Fig. 1: drive-strength map
Scale bar: 20 um.
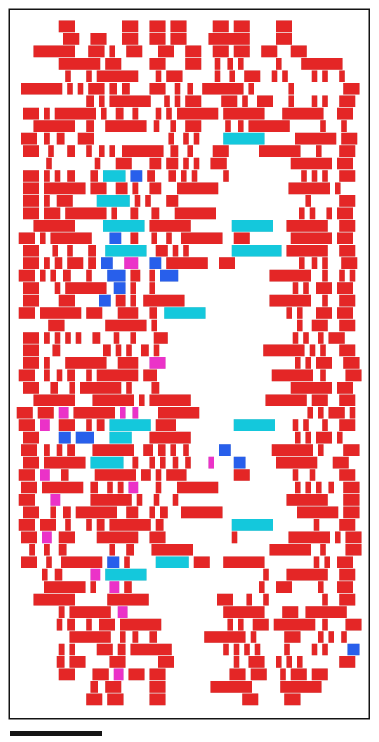
Fig. 2: sequential cells grouped by signal name
Scale bar: 20 um.
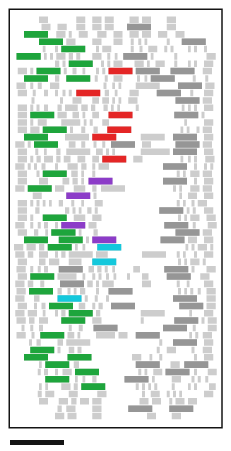
## src/rtl/decode_table_arbiter.sv

```systemverilog
// Arbitrates the single-port dictionary table between decode reads and config writes.
// Decode has priority; starve_cnt forces a config grant after STARVE_MAX decode grants.
module decode_table_arbiter #(
    parameter int WIDTH      = 32,
    parameter int ADDR_W     = 6,
    parameter int RD_LAT     = 1,
    parameter int STARVE_MAX = 4
) (
    input  logic              clk,
    input  logic              reset,
    input  logic              dec_req,
    input  logic [ADDR_W-1:0] dec_addr,
    output logic              dec_gnt,
    output logic              dec_rvalid,
    output logic [WIDTH-1:0]  dec_rdata,
    input  logic              cfg_req,
    input  logic [ADDR_W-1:0] cfg_addr,
    input  logic [WIDTH-1:0]  cfg_wdata,
    output logic              cfg_gnt,
    output logic              tbl_en,
    output logic              tbl_we,
    output logic [ADDR_W-1:0] tbl_addr,
    output logic [WIDTH-1:0]  tbl_wdata,
    input  logic [WIDTH-1:0]  tbl_rdata,
    output logic              busy
);
    // state | meaning
    // IDLE  | arbitrating; samples dec_req/cfg_req every cycle
    // RD    | read issued, counting down lat_cnt until tbl_rdata is valid
    // WR    | write issued, single cycle before returning to IDLE
    typedef enum logic [1:0] {IDLE = 2'd0, RD = 2'd1, WR = 2'd2} state_t;

    localparam int LAT_W = 3;
    localparam int ST_W  = 4;

    state_t            state_q, state_d;
    logic [LAT_W-1:0]  lat_cnt_q, lat_cnt_d;
    logic [ST_W-1:0]   starve_cnt_q, starve_cnt_d;
    logic              dec_gnt_q, dec_gnt_d;
    logic              cfg_gnt_q, cfg_gnt_d;
    logic              dec_rvalid_q, dec_rvalid_d;
    logic              tbl_en_q, tbl_en_d;
    logic              tbl_we_q, tbl_we_d;
    logic              busy_q, busy_d;
    logic [ADDR_W-1:0] tbl_addr_q, tbl_addr_d;
    logic [WIDTH-1:0]  tbl_wdata_q, tbl_wdata_d;
    logic [WIDTH-1:0]  dec_rdata_q, dec_rdata_d;
    logic              starved;
    logic              cfg_wins;

    assign starved  = (starve_cnt_q == ST_W'(STARVE_MAX));
    assign cfg_wins = cfg_req && (!dec_req || starved);

    always_comb begin
        state_d      = state_q;
        lat_cnt_d    = lat_cnt_q;
        starve_cnt_d = starve_cnt_q;
        dec_gnt_d    = 1'b0;
        cfg_gnt_d    = 1'b0;
        dec_rvalid_d = 1'b0;
        tbl_en_d     = 1'b0;
        tbl_we_d     = 1'b0;
        tbl_addr_d   = tbl_addr_q;
        tbl_wdata_d  = tbl_wdata_q;
        dec_rdata_d  = dec_rdata_q;
        case (state_q)
            IDLE: begin
                if (cfg_wins) begin
                    cfg_gnt_d    = 1'b1;
                    tbl_en_d     = 1'b1;
                    tbl_we_d     = 1'b1;
                    tbl_addr_d   = cfg_addr;
                    tbl_wdata_d  = cfg_wdata;
                    starve_cnt_d = '0;
                    state_d      = WR;
                end else if (dec_req) begin
                    dec_gnt_d  = 1'b1;
                    tbl_en_d   = 1'b1;
                    tbl_addr_d = dec_addr;
                    lat_cnt_d  = LAT_W'(RD_LAT);
                    state_d    = RD;
                    // Only grants that bypass a waiting writer count toward starvation.
                    if (!cfg_req)
                        starve_cnt_d = '0;
                    else if (!starved)
                        starve_cnt_d = starve_cnt_q + 1'b1;
                end else if (!cfg_req) begin
                    starve_cnt_d = '0;
                end
            end
            RD: begin
                if (lat_cnt_q == '0) begin
                    dec_rvalid_d = 1'b1;
                    dec_rdata_d  = tbl_rdata;
                    state_d      = IDLE;
                end else begin
                    lat_cnt_d = lat_cnt_q - 1'b1;
                end
            end
            WR:      state_d = IDLE;
            default: state_d = IDLE;
        endcase
        busy_d = (state_d != IDLE);
    end

    always_ff @(posedge clk or negedge reset) begin
        if (!reset) begin
            state_q      <= IDLE;
            lat_cnt_q    <= '0;
            starve_cnt_q <= '0;
            dec_gnt_q    <= 1'b0;
            cfg_gnt_q    <= 1'b0;
            dec_rvalid_q <= 1'b0;
            tbl_en_q     <= 1'b0;
            tbl_we_q     <= 1'b0;
            busy_q       <= 1'b0;
            tbl_addr_q   <= '0;
            tbl_wdata_q  <= '0;
            dec_rdata_q  <= '0;
        end else begin
            state_q      <= state_d;
            lat_cnt_q    <= lat_cnt_d;
            starve_cnt_q <= starve_cnt_d;
            dec_gnt_q    <= dec_gnt_d;
            cfg_gnt_q    <= cfg_gnt_d;
            dec_rvalid_q <= dec_rvalid_d;
            tbl_en_q     <= tbl_en_d;
            tbl_we_q     <= tbl_we_d;
            busy_q       <= busy_d;
            tbl_addr_q   <= tbl_addr_d;
            tbl_wdata_q  <= tbl_wdata_d;
            dec_rdata_q  <= dec_rdata_d;
        end
    end

    assign dec_gnt    = dec_gnt_q;
    assign cfg_gnt    = cfg_gnt_q;
    assign dec_rvalid = dec_rvalid_q;
    assign dec_rdata  = dec_rdata_q;
    assign tbl_en     = tbl_en_q;
    assign tbl_we     = tbl_we_q;
    assign tbl_addr   = tbl_addr_q;
    assign tbl_wdata  = tbl_wdata_q;
    assign busy       = busy_q;

endmodule

```

## config.mk

```make
export PLATFORM = sky130hd
export DESIGN_NAME = decode_table_arbiter
export DESIGN_NICKNAME = d
export VERILOG_FILES = /design/src/rtl/decode_table_arbiter.sv
export SDC_FILE = /design/constraint.sdc
export NUM_CORES = 1
export LEC_CHECK = 0
export ABC_AREA = 1
export CAP_MARGIN = 10
export CELL_PAD_IN_SITES_DETAIL_PLACEMENT = 1
export CELL_PAD_IN_SITES_GLOBAL_PLACEMENT = 1
export CORE_ASPECT_RATIO = 2
export CORE_UTILIZATION = 30
export CTS_CLUSTER_DIAMETER = 50
export DETAILED_ROUTE_END_ITERATION = 7
export PLACE_DENSITY = 0.82
export SETUP_SLACK_MARGIN = 0.1
export SLEW_MARGIN = 20
export SYNTH_ARGS = -nofsm -noshare
export SYNTH_HDL_FRONTEND = slang
export SYNTH_SLANG_ARGS = --single-unit
```

## constraint.sdc

```tcl
create_clock -name clk -period 2.2 [get_ports clk]
set_clock_uncertainty 0.2 [all_clocks]
set_input_delay 0.44 -clock clk [delete_from_list [all_inputs] [get_ports clk]]
set_output_delay 0.44 -clock clk [all_outputs]
set_load 0.02 [all_outputs]
```

==> flow_results.xml <==
<?xml version="1.0" encoding="UTF-8"?>
<metrics>
  <group name="final_timing">
    <metric name="max_clock_freq" unit="GHz">0.498</metric>
    <metric name="final.setup.worst_slack" unit="ns">0.194</metric>
    <metric name="final_min_period_over_clock_period" unit="">0.912</metric>
    <metric name="final.min_clock_period" unit="ns">2.01</metric>
    <metric name="max-slew-margin-rel" unit="">0.594</metric>
    <metric name="final_max_slew_viol_count" unit="">0</metric>
    <metric name="finalHoldWorstSlack" unit="ns">0.277</metric>
    <metric name="hold_viol_final" unit="">0</metric>
    <metric name="timing.final.setup_violations" unit="">0</metric>
    <metric name="rsz0062_at_grt" unit="">false</metric>
  </group>
  <group name="setup_path">
    <metric name="critPathLaunch" unit="">starve_cnt_q[0]</metric>
    <metric name="worst-path-max-fanout" unit="">22</metric>
    <metric name="cpMostUsedCell" unit="">sky130_fd_sc_hd__nand2_4</metric>
    <metric name="worst_setup_path_endpoint" unit="">tbl_wdata[28]</metric>
    <metric name="timing.reg2reg.worst_path_depth" unit="">8</metric>
    <metric name="critPathSlowestCell" unit="">sky130_fd_sc_hd__dfrtp_1</metric>
    <metric name="slowest_delay" unit="ns">0.42</metric>
    <metric name="worst_setup_path_start_kind" unit="">flop</metric>
    <metric name="critPathRequiredTime" unit="ns">2.20</metric>
    <metric name="r2r_path_end" unit="">tbl_wdata[28]</metric>
  </group>
  <group name="clocking">
    <metric name="cts_tree" unit="">yes</metric>
    <metric name="path_clk_slew" unit="ns">0.06</metric>
    <metric name="numClockSinks" unit="">84</metric>
    <metric name="cts_buffer_count" unit="">9</metric>
    <metric name="ctsLongestPathBuffers" unit="">2</metric>
    <metric name="clock_tree.htree_level_count" unit="">3</metric>
    <metric name="clk-insertion-delay-late" unit="ns">0.33</metric>
    <metric name="ctsRootBufferMaster" unit="">sky130_fd_sc_hd__clkbuf_16</metric>
  </group>
  <group name="yosys">
    <metric name="synthesis.yosys.warnings" unit="">0</metric>
    <metric name="synthDistinctLibCells" unit="">26</metric>
    <metric name="synth.net_count" unit="">471</metric>
    <metric name="post_synth_instance_area" unit="mm^2">0.00349</metric>
    <metric name="dominantRegCellSynth" unit="">sky130_fd_sc_hd__dfrtp_1</metric>
    <metric name="ys_seq_share" unit="">0.602</metric>
    <metric name="synthesized_area_divided_by_synthesized_cell_count" unit="um^2">9.02</metric>
    <metric name="yosys.stat.chipArea" unit="mm^2">0.00349</metric>
    <metric name="synth-edff-count" unit="">0</metric>
    <metric name="yosys-stat-cells" unit="">387</metric>
  </group>
  <group name="job">
    <metric name="cap_violations" unit="">0</metric>
    <metric name="number_of_logged_tool_warnings" unit="">27</metric>
  </group>
  <group name="pwr">
    <metric name="power.static_leakage" unit="nW">2.64</metric>
    <metric name="p_per_area" unit="mW/mm^2">1460</metric>
    <metric name="ir_drop" unit="mV">0.703</metric>
  </group>
  <group name="placement">
    <metric name="place_worst_setup_slack" unit="ns">0.0139</metric>
    <metric name="global_placer_s_final_weighted_congestion" unit="">0.736</metric>
    <metric name="placed_cell_area" unit="mm^2">0.00518</metric>
    <metric name="place.port_buffers" unit="">155</metric>
  </group>
  <group name="final_layout">
    <metric name="antennaDiodeCount" unit="">0</metric>
    <metric name="growth_of_design_area_from_synthesis_to_finish" unit="%">58.3</metric>
    <metric name="most_frequent_logic_cell_in_the_layout" unit="">sky130_fd_sc_hd__nand2_1</metric>
    <metric name="postLayoutCellArea" unit="mm^2">0.00553</metric>
  </group>
  <group name="hold_path">
    <metric name="hold_path.class" unit="">flop to flop</metric>
    <metric name="min_delay_path_depth" unit="">2</metric>
  </group>
  <group name="route">
    <metric name="routed_wire_length_per_instance" unit="um">15.2</metric>
    <metric name="post-route-drc-count" unit="">0</metric>
    <metric name="dr_total_vias" unit="">3189</metric>
    <metric name="post_detailed_routing_wire_length" unit="um">10600</metric>
    <metric name="dr.pass1.iters" unit="">4</metric>
    <metric name="drt_first_iter_violations" unit="">64</metric>
    <metric name="avgViaCountPerCell" unit="">4.60</metric>
  </group>
  <group name="die">
    <metric name="die-width" unit="um">78.3</metric>
    <metric name="die_h" unit="um">155</metric>
    <metric name="fp.coreArea" unit="mm^2">0.0113</metric>
    <metric name="row_count" unit="">55</metric>
    <metric name="fp_util" unit="">0.309</metric>
    <metric name="floorplan.io_pins" unit="">156</metric>
  </group>
  <group name="outcome">
    <metric name="status" unit="">finished, final reports clean</metric>
  </group>
  <group name="global_route">
    <metric name="grt_pass1_vias" unit="">3500</metric>
  </group>
</metrics>
-- Fig. 1 (at the start) --
- cyan: x6 and larger (cells 15; share 2.7%)
- magenta: x2 (cells 15; share 2.7%)
- red: x1 and smaller (cells 507; share 92%)
- blue: x3 and x4 (cells 14; share 2.5%)

-- Fig. 2 (at the start) --
- cyan: lat_cnt_q (placed flops 3)
- green: tbl_wdata (placed flops 32; where a column on the left)
- purple: starve_cnt_q (placed flops 4)
- red: tbl_addr (placed flops 6; where top middle)
- not colored: 39

[critical path, delay by kind of cell, from the launching register on]
family | cells | cell delay (ns)
AND-OR/OR-AND | 1 | 0.23
buffers and inverters | 2 | 0.35
AND/OR/NAND/NOR | 4 | 0.52
adder cells (fa/ha/maj) | 1 | 0.17
flip-flops | 1 | 0.42
[metrics by stage]
step | std cells | utilization | power [W]
global route | 693 | 0.490 | 0.00862
detailed placement | 674 | 0.459 | 0.00657
finish | 693 | 0.490 | 0.00806
floorplan | 387 | - | 0.00459
global placement | 674 | 0.459 | 0.00641
CTS | 691 | 0.487 | 0.00816
[routing by layer]
metal  vias to the layer above  GRT usage  routed length, um
met3                        18     0.0372                484
li1                       1515          -                  -
met4                         0     0.0758                257
met5                         -          0                  0
met2                       116      0.345               6010
met1                      1540      0.191               3800
[worst min path at each step]
stage             startpoint            end  slack (ns)
6_report       dec_rdata[23]  dec_rdata[23]        0.28
5_1_grt          tbl_addr[4]    tbl_addr[4]        0.30
4_1_cts        dec_rdata[23]  dec_rdata[23]        0.28
3_5_place_dp           reset  dec_rdata[12]        0.13
3_3_place_gp           reset  dec_rdata[10]        0.12
2_1_floorplan          reset           busy       -0.06
[area by class of cell]
type	count	area share
Timing Repair Buffer	166	0.300
Sequential cell	84	0.380
Clock inverter	3	0.00815
Tap cell	142	0.0321
Multi-Input combinational cell	262	0.216
Clock buffer	13	0.0471
Inverter	23	0.0156
[logic make-up (layout without fill, tap and decap cells)]
family / Yosys count / in the layout / synth area share
flops: 84 / 84 / 0.602
compound gates: 38 / 38 / 0.0566
simple gates: 217 / 218 / 0.263
xor+xnor: 2 / 2 / 0.00502
buf+inv: 42 / 205 / 0.0584
fa+ha+maj: 4 / 4 / 0.0143
[cells in the mapped netlist, types with 3 or more instances]
cell	count	area, um^2
sky130_fd_sc_hd__nand4_1	3	18.8
sky130_fd_sc_hd__inv_1	20	75.1
sky130_fd_sc_hd__nand3_1	10	50.1
sky130_fd_sc_hd__nand2_2	9	56.3
sky130_fd_sc_hd__o21ai_0	35	175
sky130_fd_sc_hd__clkbuf_1	4	15.0
sky130_fd_sc_hd__nand3b_1	6	45.0
sky130_fd_sc_hd__nand2_1	182	683
sky130_fd_sc_hd__inv_2	3	11.3
sky130_fd_sc_hd__dfrtp_1	84	2100
sky130_fd_sc_hd__ha_1	4	50.1
sky130_fd_sc_hd__buf_2	8	40.0
[what timing repair did]
action / 4_1_cts / 5_1_grt
endpoints found under the hold margin: 15 / 0
setup buffers: 0 / 1
hold buffers: 1 / 0
endpoints found under the setup margin: 0 / 24
resized: 0 / 1
[state kept, by name, summed over array words and instances (netlist names)]
name	cells
dec_rvalid	1
tbl_we	1
dec_rdata	32
tbl_addr	6
tbl_en	1
state_q	2
tbl_wdata	32
dec_gnt	1
starve_cnt_q	4
busy	1
lat_cnt_q	3
[report_power, final]
group | leakage [nW] | switching [W] | internal [W]
clock | 0.142 | 0.000584 | 0.000942
combinational | 1.45 | 0.00212 | 0.00172
sequential | 1.04 | 0.000416 | 0.00228
No activity file was given, so power comes from the tool's default toggle rates.
